==> images/wire_density.png <==
(1 px per µm) The die is cut into 40 by 40 equal tiles; dark blue is low, red is high, scaled to the fullest tile. Values are wire area over tile area, all layers added.
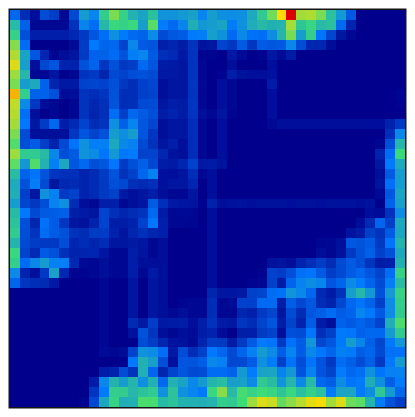
==> images/port_nets.png <==
(1 px per µm)
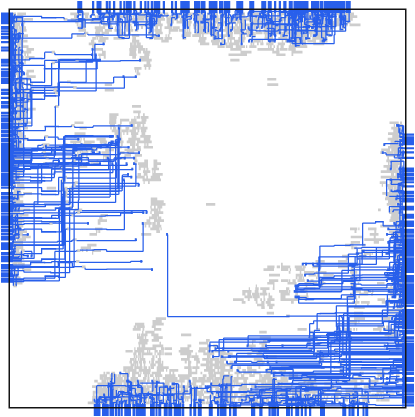
==> images/metal_stack.png <==
(1 px per µm) Two of the layers only.
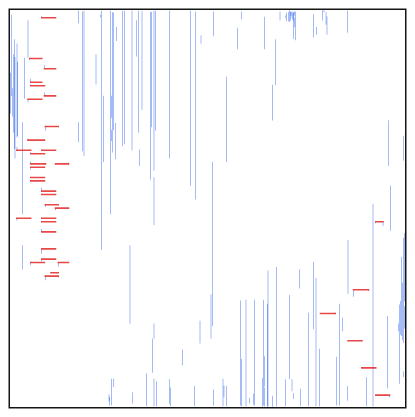
$ cat src/rtl/layer_ctrl.sv
`default_nettype none
`timescale 1ns/1ps
// ============================================================================
//  Module   : layer_ctrl
//  Brief    : Sequencer for one fully-connected layer. It streams numWeight
//             input samples to numNeurons neurons in parallel. It freezes or
//             pauses the neurons between beats, then captures their outputs
//             into a result register held until the consumer takes it.
//  Revision : 1.0  initial release
// ============================================================================
module layer_ctrl #(
    parameter int numWeight  = 784,
    parameter int numNeurons = 30,
    parameter int dataWidth  = 16
) (
    input  logic                            clk,
    input  logic                            rst_n,
    input  logic                            start,
    input  logic [dataWidth-1:0]            in_data,
    input  logic                            in_valid,
    input  logic                            in_last,
    output logic                            in_ready,
    output logic                            freeze,
    output logic                            pause,
    output logic [dataWidth-1:0]            neuron_in,
    input  logic [numNeurons*dataWidth-1:0] neuron_out,
    output logic [numNeurons*dataWidth-1:0] out_data,
    output logic                            out_valid,
    input  logic                            out_ready,
    output logic                            busy,
    output logic                            err_len
);

    // Beat counter width; a one-beat layer still needs a 1-bit counter.
    localparam int                 c_cnt_w     = (numWeight > 1) ? $clog2(numWeight) : 1;
    localparam logic [c_cnt_w-1:0] c_last_beat = c_cnt_w'(numWeight - 1);

    localparam logic [1:0] c_st_idle    = 2'd0;
    localparam logic [1:0] c_st_run     = 2'd1;
    localparam logic [1:0] c_st_capture = 2'd2;
    localparam logic [1:0] c_st_hold    = 2'd3;

    logic [1:0]                      r_state;
    logic [1:0]                      w_state_nxt;
    logic [c_cnt_w-1:0]              r_beat_cnt;
    logic                            r_err_len;
    logic [numNeurons*dataWidth-1:0] r_out_data;
    logic                            w_accept;
    logic                            w_last_beat;

    assign w_accept    = in_valid & in_ready;
    assign w_last_beat = (r_beat_cnt == c_last_beat);

    // Samples go straight through; neurons only act on them while unfrozen and unpaused.
    assign neuron_in = in_data;
    assign out_data  = r_out_data;
    assign err_len   = r_err_len;

    // State register with synchronous active-low reset.
    always_ff @(posedge clk) begin
        if (!rst_n) begin
            r_state <= c_st_idle;
        end else begin
            r_state <= w_state_nxt;
        end
    end

    // Next-state logic: start only counts in IDLE, HOLD waits for the consumer.
    always_comb begin
        w_state_nxt = r_state;
        case (r_state)
            c_st_idle:    if (start) w_state_nxt = c_st_run;
            c_st_run:     if (w_accept && w_last_beat) w_state_nxt = c_st_capture;
            c_st_capture: w_state_nxt = c_st_hold;
            c_st_hold:    if (out_ready) w_state_nxt = c_st_idle;
            default:      w_state_nxt = c_st_idle;
        endcase
    end

    // Output decode: neurons are frozen (cleared) everywhere except RUN.
    always_comb begin
        freeze    = 1'b1;
        pause     = 1'b1;
        in_ready  = 1'b0;
        busy      = 1'b0;
        out_valid = 1'b0;
        case (r_state)
            c_st_run: begin
                freeze   = 1'b0;
                pause    = ~in_valid;
                in_ready = 1'b1;
                busy     = 1'b1;
            end
            c_st_capture: begin
                busy = 1'b1;
            end
            c_st_hold: begin
                busy      = 1'b1;
                out_valid = 1'b1;
            end
            default: begin
                busy = 1'b0;
            end
        endcase
    end

    // Beat counting and length checking; a bad in_last never changes the beat count.
    always_ff @(posedge clk) begin
        if (!rst_n) begin
            r_beat_cnt <= '0;
            r_err_len  <= 1'b0;
        end else begin
            case (r_state)
                c_st_idle: begin
                    if (start) begin
                        r_beat_cnt <= '0;
                        r_err_len  <= 1'b0;
                    end
                end
                c_st_run: begin
                    if (w_accept) begin
                        if (w_last_beat) begin
                            r_beat_cnt <= '0;
                        end else begin
                            r_beat_cnt <= r_beat_cnt + c_cnt_w'(1);
                        end
                        if (in_last != w_last_beat) begin
                            r_err_len <= 1'b1;
                        end
                    end
                end
                default: begin
                    r_beat_cnt <= r_beat_cnt;
                end
            endcase
        end
    end

    // Result register: loaded only at the end of CAPTURE, stable through HOLD.
    always_ff @(posedge clk) begin
        if (!rst_n) begin
            r_out_data <= '0;
        end else if (r_state == c_st_capture) begin
            r_out_data <= neuron_out;
        end
    end

endmodule
`default_nettype wire

$ cat config.mk
export PLATFORM = sky130hd
export DESIGN_NAME = layer_ctrl
export DESIGN_NICKNAME = d
export VERILOG_FILES = /design/src/rtl/layer_ctrl.sv
export SDC_FILE = /design/constraint.sdc
export NUM_CORES = 1
export LEC_CHECK = 0
export ABC_AREA = 1
export CAP_MARGIN = 20
export CORE_AREA = 2 2 393 395
export CTS_CLUSTER_DIAMETER = 30
export CTS_CLUSTER_SIZE = 16
export DETAILED_ROUTE_END_ITERATION = 10
export DIE_AREA = 0 0 395 397
export DONT_BUFFER_PORTS = 1
export HOLD_SLACK_MARGIN = 0.05
export SLEW_MARGIN = 20
export SYNTH_ARGS = -nofsm -noshare
export SYNTH_HDL_FRONTEND = slang
export SYNTH_SLANG_ARGS = --single-unit
$ cat constraint.sdc
create_clock -name clk -period 2.1 [get_ports clk]
set_clock_uncertainty 0.05 [all_clocks]
set_input_delay 0.315 -clock clk [delete_from_list [all_inputs] [get_ports clk]]
set_output_delay 0.315 -clock clk [all_outputs]
set_load 0.005 [all_outputs]
==> run_results.csv <==
group,metric,value,unit
synthesis,synthCells,2231,
power,internal-power,0.0301,W
route,first_pass_iters,6,
synthesis,top_cell,"nor2_1",
sta,worstMarginPinSlew,1.31,ns
critical_path,r2r_start,"r_state[0]",
route,drtAntennaViolNets,0,
min_path,holdPathEnd,"out_data[421]",
sta,setup_viol,0,
grt,met1_usage,0.135,
critical_path,worstRegToRegCells,7,
layout,multi_input_comb_cells,1536,
critical_path,crit_path_start,"r_state[0]",
sta,drv_slew,0,
layout,fin_nets,3330,
clocking,cts_setup_buffers,0,
floorplan,fp_util,0.114,
placed_design,dp_hpwl,73700,µm
critical_path,endpoint_kind,"flop",
job,warnings,36,
sta,period_needed,2.02,ns
floorplan,die_h,397,µm
grt,met2_usage,0.182,
layout,layout_top_cell,"nor2_1",
critical_path,cp.required,2.62,ns
outcome,outcome,"finished clean",
synthesis,synth_cell_types,21,
synthesis,topCellsByArea,"dfxtp_1, nor2_1, o21ai_0, clkbuf_1, buf_6",
route,wl_met3,10500,µm
Notes on wire_density.png above:
The emptiest ninth of the die: center. The densest ninth of the die: lower right. The fullest tile reaches 0.95. 37% of the tiles are nearly empty.
GRT Total Usage: 0.120
drt total wl: 103000 µm
wire per inst: 20.6 µm
vias: 18700

Notes on port_nets.png above:
neuron_out: in blue, bits 480, direction input, end cells 480, buffers 480, wire 30.2 mm.

Notes on metal_stack.png above:
met5: in red, wire length 485 µm. met4: in blue, wire length 7590 µm.

No activity file was given, so power comes from the tool's default toggle rates.
